## src/rtl/inst_fetch.sv

```systemverilog
// Fetch stage: owns the PC, drives the instruction ROM, and loads the IF/ID register.
// Branches redirect and flush; stalls freeze the PC and IF/ID together.
module inst_fetch #(
   parameter logic [15:0] RESET_PC = 16'h0000,
   parameter logic [15:0] NOP_INST = 16'h0000,
   parameter logic [15:0] PC_STEP  = 16'd2
) (
   input  logic        clk,
   input  logic        rst,
   input  logic        stall,
   input  logic        branch_flag,
   input  logic [15:0] branch_target,
   output logic        rom_ce,
   output logic [15:0] rom_addr,
   input  logic [15:0] rom_inst,
   output logic [15:0] id_pc,
   output logic [15:0] id_inst,
   output logic        id_valid,
   output logic [15:0] fetch_count,
   output logic        misalign_err
);

   logic [15:0] pc;

   // Address comes straight from the PC register, so redirects land one edge later.
   assign rom_addr = pc;

   always_ff @(posedge clk) begin
      if (rst) begin
         pc           <= RESET_PC;
         rom_ce       <= 1'b0;
         id_pc        <= 16'h0000;
         id_inst      <= NOP_INST;
         id_valid     <= 1'b0;
         fetch_count  <= 16'h0000;
         misalign_err <= 1'b0;
      end else begin
         rom_ce       <= 1'b1;
         misalign_err <= 1'b0;
         if (branch_flag) begin
            // Redirect wins over stall; the wrong-path fetch is squashed.
            pc           <= {branch_target[15:1], 1'b0};
            misalign_err <= branch_target[0];
            id_pc        <= pc;
            id_inst      <= NOP_INST;
            id_valid     <= 1'b0;
         end else if (!stall) begin
            if (rom_ce)
               pc <= pc + PC_STEP;
            id_pc    <= pc;
            id_inst  <= rom_ce ? rom_inst : NOP_INST;
            id_valid <= rom_ce;
            if (rom_ce)
               fetch_count <= fetch_count + 16'd1;
         end
      end
   end

endmodule

```

## config.mk

```make
export PLATFORM = sky130hd
export DESIGN_NAME = inst_fetch
export DESIGN_NICKNAME = d
export VERILOG_FILES = /design/src/rtl/inst_fetch.sv
export SDC_FILE = /design/constraint.sdc
export NUM_CORES = 1
export LEC_CHECK = 0
export CAP_MARGIN = 15
export CORE_ASPECT_RATIO = 1.1
export CORE_MARGIN = 5
export CORE_UTILIZATION = 39
export DETAILED_ROUTE_END_ITERATION = 10
export GPL_TIMING_DRIVEN = 0
export PLACE_DENSITY = 0.81
export SETUP_SLACK_MARGIN = 0.5
export SLEW_MARGIN = 10
export SYNTH_ARGS = -nofsm -noshare
export SYNTH_HDL_FRONTEND = slang
export SYNTH_SLANG_ARGS = --single-unit
export TNS_END_PERCENT = 1
```

## constraint.sdc

```tcl
create_clock -name clk -period 1.55 [get_ports clk]
set_input_delay 0.155 -clock clk [delete_from_list [all_inputs] [get_ports clk]]
set_output_delay 0.155 -clock clk [all_outputs]
set_load 0.02 [all_outputs]
```

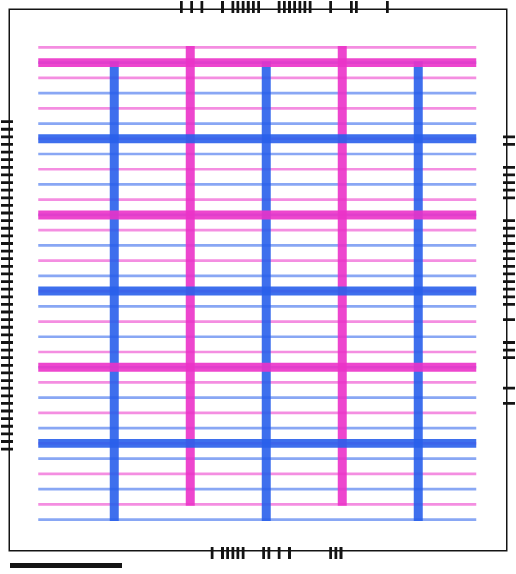
run_1/floorplan.png
Bar = 20 µm. Pins as bars on the die edge.
- blue: VSS
- magenta: VDD
- signal pins: 103
- met4 straps: 5
- met1 rails: 32
- met5 straps: 6
VDD IR max: 0.000570 V
Die W: 88.6 µm
Chip Height: 96.4 µm
core box area: 6590 µm²

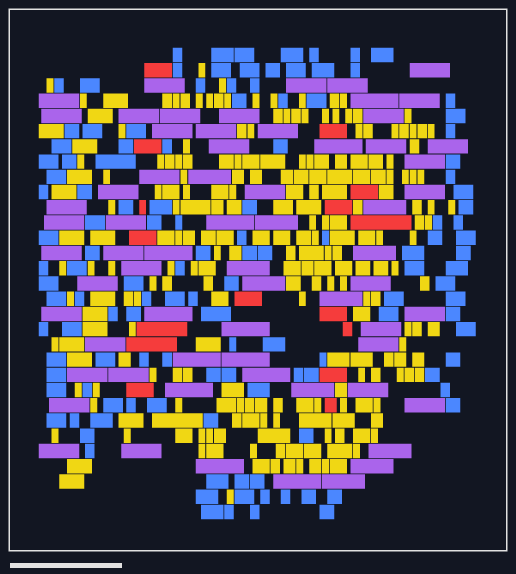
run_1/class_map.png
Bar = 20 µm.
- red: clock drivers and dummy loads (cells 16)
- yellow: remaining logic cells (cells 228)
- blue: remaining buffers and delay cells (cells 127)
- purple: registers (cells 65)
post-layout util: 62.9%
Row Count: 31

==> results.tsv, run 1 <==
stage	metric	value	unit
run_status	status	complete, but fails checks	
run_status	failed_checks	negative setup slack	
synth	flop_cell	dfxtp_1	
power_and_ir_drop	powerComb	0.000512	W
finish	comb_share	34.3	%
power_and_ir_drop	p_seq_share	45.3	%
synth	synth_cells	312	
finish	flop-count	65	
sta	hold_ws	0.0828	ns
finish	logic_gates	221	
global_route	track_usage	18.8	%
hold_path	min_from	branch_flag	
synth	synth.avg_cell_area	8.49	µm²
power_and_ir_drop	swShare	25.2	%
sta	hold_violations	0	
floorplan	num_io_pins	103	
floorplan	die_area	8540	µm²
global_route	grt_overflow	0	
setup_path	arrival	1.90	ns
clock_network	cts_root_buf	clkbuf_8	
power_and_ir_drop	p_per_area	948	nW/µm²
synth	syn_area	2650	µm²
sta	period_needed	1.63	ns
job	warning_count	29	
finish	diodes	0	
synth	edf_count	0	
finish	fill_cells	568	
job	cap_violations	0	
setup_path	cp-start-kind	flop	
clock_network	cts_tree	done	
power_and_ir_drop	total_power	0.00394	W
finish	final_area	4150	µm²
synth	ys_seq_share	49.1	%
setup_path	crit_start	fetch_count[0]	
synth	synthAdderAreaFrac	0.945	%
synth	ys_area	2650	µm²
routing	antenna_left	0	
sta	final.setup.worst_slack	-0.0840	ns
clock_network	clk_path_buf_depth	2	
synth	ys_types	32	
synth	most_common_cell	dfxtp_1	
setup_path	cp_num_buf_inv	1	
clock_network	htreeDepth	3	
synth	synthXorXnorAreaFrac	7.61	%
place	gp_congestion	0.838	
sta	setup_viol	4	
global_route	antenna_found_initial	0	
power_and_ir_drop	pg_clk	0.00164	W
floorplan	taps	82	
synth	aoi_share	14.2	%
routing	drt-wirelength-per-cell	15.3	µm
power_and_ir_drop	clock_power_share	41.7	%
synth	ys_top_cells_by_count	dfxtp_1, nand2_1, nor2_1, a21oi_1, xnor2_1	
finish	n_clock_buffer	13	
synth	ys_sh_simple	23.6	%
synth	yosys.area.top_type	dfxtp_1	
synth	topCombFamilyByArea	simple AND/OR/NAND/NOR gates	
synth	synth-seq-cells	65	
routing	drc	0	
finish	inverters	7	
place	dpl_worst_slack	-0.548	ns
synth	muxShareOfSynthArea	0	%
power_and_ir_drop	leakage	1.61	nW
place	dp_hpwl	5.60	mm
power_and_ir_drop	p_sw	0.000991	W
synth	yosysWarnings	0	
setup_path	slowest_delay	0.54	ns
finish	lay_top_cells	nand2_1, dfxtp_1, nor2_1	
setup_path	critPathKind	reg -> reg	
finish	clock_cell_area_share	5.61	%
sta	drv_slew	0	
power_and_ir_drop	p_int	0.00295	W
finish	biggestCellCategory	multi-input combinational cells	
sta	fin_worst_skew	0.00532	ns
setup_path	r2r_cells	5	
global_route	grt_pass1_wl	12.5	mm
setup_path	crit_path_end	fetch_count[12]	
finish	areaGrowthSynthToFinish	56.7	%
finish	drive_above_1_share	37.4	%
synth	netlist_top_cells_area	dfxtp_1, nand2_1, xnor2_1	
synth	yosysCellCount	312	
power_and_ir_drop	power_leader	registers	
synth	synth-async-reset-ratio	0	%
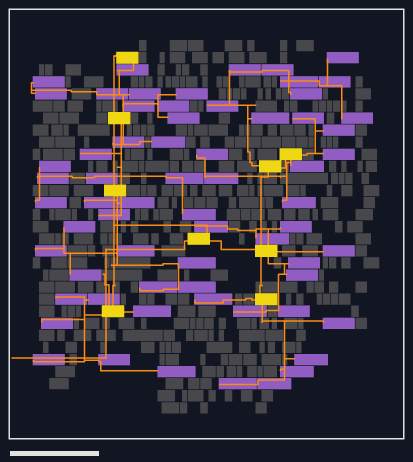
run_1/clock_wires.png
Bar = 20 µm.
- orange: clock wires (length 845 µm)
- yellow: clock-net drivers (count 9)
- purple: flip-flops (count 65)
- flops lie: spread over the die
- routed clock nets: 10

[run 1: metal layers]
metal | share of wire [%] | global-route usage (%) | routed length, µm
met1 | 39 | 21.8 | 3120
met2 | 49 | 31.2 | 3870
met3 | 11 | 7.38 | 853
met4 | 1.3 | 6.80 | 104
met5 | 0 | 0 | 0
[run 1: sequential cells by signal, indices dropped and copies added (netlist names)]
register and flops:
misalign_err 1, fetch_count 16, id_inst 16, id_pc 15, id_valid 1, rom_addr 15, rom_ce 1
[run 1: worst min-delay path, stage by stage]
cell	delay, ns
buf_6	0.12
nand2_1	0.05
a21oi_1	0.05
[run 1: timing repair]
item,CTS,global route
resized,288,71
pin swaps,25,41
endpoints found under the setup margin,128,99
buffers inserted,4,4
==> run 2, diff against run 1 <==
--- a/config.mk
+++ b/config.mk
@@ -9,6 +9,7 @@
 export CORE_ASPECT_RATIO = 1.1
 export CORE_MARGIN = 5
 export CORE_UTILIZATION = 39
+export CTS_CLUSTER_SIZE = 20
 export DETAILED_ROUTE_END_ITERATION = 10
 export GPL_TIMING_DRIVEN = 0
 export PLACE_DENSITY = 0.81
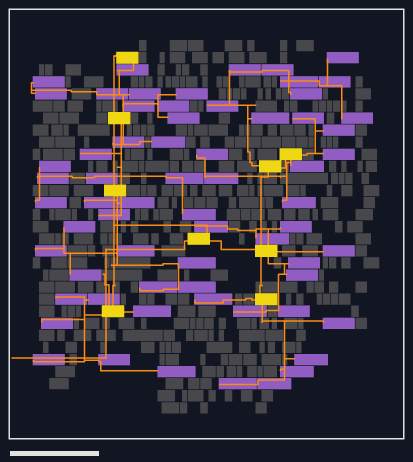
run_2/clock_wires.png
Bar = 20 µm.
Clk power: 0.00164 W
Max Clock Skew: 0.00532 ns

==> run 2 against run 1 <==
The flow still finishes with violations (negative setup slack). Setup slack stayed put. Sequential share of layout area stayed put. Global-route usage stayed put. Die area did not move. Utilization stayed put. Clock skew is the same. Non-clock buffer count is the same. Clock power about the same. Routed wire length is the same. Highest routed layer unchanged.
==> results.tsv, run 2 <==
stage	metric	value	unit	change
run_status	status	complete, but fails checks		
run_status	failed_checks	negative setup slack		
synth	most_common_cell	dfxtp_1		
sta	final.setup.worst_slack	-0.0840	ns	unchanged
job	warning_count	29		unchanged
floorplan	fp.dieH	96.4	µm	unchanged
synth	ys_sh_simple	23.6	%	unchanged
sta	hold_violations	0		unchanged
finish	diodes	0		unchanged
power_and_ir_drop	clock_power_share	41.7	%	about the same
routing	drt-wirelength-per-cell	15.3	µm	unchanged
setup_path	crit_start	fetch_count[0]		
floorplan	core	6590	µm²	unchanged
sta	hold_ws	0.0828	ns	unchanged
power_and_ir_drop	powerComb	0.000512	W	about the same
clock_network	cts_root_buf	clkbuf_8		
routing	drt-total-wl	7.94	mm	
global_route	grt_max_degree	12		
synth	yosysCellCount	312		unchanged
setup_path	cp_slowest_cell	or4_4		
setup_path	rrSetupSlack	-0.08	ns	
global_route	antenna_found_initial	0		unchanged
sta	setup_viol	4		unchanged
clock_network	clk_path_buf_depth	2		unchanged
synth	ys_seq_share	49.1	%	unchanged
setup_path	timing.rr.start	fetch_count[0]		
power_and_ir_drop	p_sw	0.000991	W	unchanged
setup_path	critPathKind	reg -> reg		
power_and_ir_drop	p_seq_share	45.3	%	about the same
setup_path	cp-end-kind	flop		
sta	drv_slew	0		unchanged
global_route	grt_pass1_wl	12.5	mm	unchanged
synth	muxShareOfSynthArea	0	%	unchanged
synth	flop_cell	dfxtp_1		
power_and_ir_drop	total_power	0.00394	W	unchanged
clock_network	clock-sinks	65		
power_and_ir_drop	p_per_area	948	nW/µm²	unchanged
clock_network	post_cts_buffers	4		unchanged
setup_path	arrival	1.90	ns	about the same
setup_path	path_cells	ha_4, inv_2, or4_4, or3_1, a21oi_1		
routing	drc	0		unchanged
floorplan	die_w	88.6	µm	unchanged
setup_path	crit_path_end	fetch_count[12]		
finish	finalNetCount	469		
synth	synth_cells	312		unchanged
global_route	grt_pass1_vias	2618		
global_route	track_usage	18.8	%	unchanged
synth	synth.avg_cell_area	8.49	µm²	unchanged
synth	synth-async-reset-ratio	0	%	unchanged
clock_network	ctsHoldBuffers	0		
place	place_area	3800	µm²	
job	cap_violations	0		unchanged
routing	first_iter_violations	102		
global_route	grt_overflow	0		unchanged
hold_path	min-delay-path-class	in -> reg		
synth	yosys.area.top_type	dfxtp_1		
place	post-place-cells	494		
setup_path	cp.depth	5		
synth	yosysWarnings	0		unchanged
place	gp_congestion	0.838		unchanged
setup_path	cp-start-kind	flop		
routing	vias_per_cell	5.24		
setup_path	crit_family	simple AND/OR/NAND/NOR gates		
power_and_ir_drop	power_leader	registers		
hold_path	min_from	branch_flag		
synth	edf_count	0		unchanged
power_and_ir_drop	p_seq	0.00178	W	
synth	synth-seq-cells	65		unchanged
finish	lay_top_cells	nand2_1, dfxtp_1, nor2_1		
finish	drive_above_1_share	37.4	%	unchanged
synth	netlist_top_cells_area	dfxtp_1, nand2_1, xnor2_1		
routing	antenna_left	0		unchanged
clock_network	cts_buffers	9		
floorplan	rows	31		unchanged
finish	top_regs	fetch_count x16, id_inst x16		
hold_path	holdPathStages	3		
synth	synthAdderAreaFrac	0.945	%	unchanged
power_and_ir_drop	irDropWorstVdd	0.000570	V	unchanged
floorplan	num_io_pins	103		unchanged
finish	final_area	4150	µm²	unchanged
sta	period_used_share	105	%	
synth	aoi_share	14.2	%	unchanged
finish	finalNonFillerCells	518		
power_and_ir_drop	swShare	25.2	%	unchanged
setup_path	required	1.81	ns	
clock_network	clkLatencyLatePin	0.33	ns	
finish	utilization	62.9	%	unchanged
sta	rsz0062_at_grt	true		
power_and_ir_drop	p_comb_share	13.0	%	
setup_path	cp_num_buf_inv	1		unchanged
synth	ys_top_cells_by_count	dfxtp_1, nand2_1, nor2_1, a21oi_1, xnor2_1		
synth	syn_area	2650	µm²	unchanged
floorplan	die_area	8540	µm²	unchanged
sta	period_needed	1.63	ns	unchanged
power_and_ir_drop	p_int	0.00295	W	unchanged
finish	fill_cells	568		unchanged
power_and_ir_drop	leakage	1.61	nW	unchanged
synth	ys_area	2650	µm²	unchanged
sta	worst_pin_slew	0.558	ns	
place	dpl_worst_slack	-0.548	ns	unchanged
sta	slew-limit-headroom	62.8	%	
clock_network	cts_tree	done		
clock_network	htreeDepth	3		unchanged
synth	yosysTopAreaCellShare	49.1	%	
place	dp_hpwl	5.60	mm	unchanged
synth	topCombFamilyByArea	simple AND/OR/NAND/NOR gates		
setup_path	slowest_delay	0.54	ns	about the same
clock_network	ctsResizeCount	288		unchanged
synth	ys_types	32		unchanged
finish	areaGrowthSynthToFinish	56.7	%	unchanged
clock_network	path_clk_slew	0.07	ns	
setup_path	r2r_cells	5		unchanged
synth	synthXorXnorAreaFrac	7.61	%	unchanged
[run 2: cell counts in the layout (fill, tap and decap cells not counted)]
Identical to the previous run, type by type.
[run 2: routing by layer]
layer,vias up,share of wire [%],global-route usage [%]
li1,1319,-,-
met1,1290,39,21.8
met2,93,49,31.2
met3,12,11,7.38
met4,0,1.3,6.80
met5,-,0,0
[run 2: cell type report]
type / count / area, µm² / share of cell area, %
plain buffers: 20 / 148 / 3.56
multi-input cells: 221 / 1420 / 34.3
clock buffers: 13 / 191 / 4.61
inverters: 7 / 26.3 / 0.633
well taps: 82 / 103 / 2.47
clock inverters: 3 / 41.3 / 0.995
repair buffers: 107 / 857 / 20.7
flip-flops and latches: 65 / 1360 / 32.8
[run 2: tightest hold or removal path: stages]
cell and delay [ns]:
buf_6 0.12, nand2_1 0.05, a21oi_1 0.05
Power is estimated from default activity; no workload was simulated.
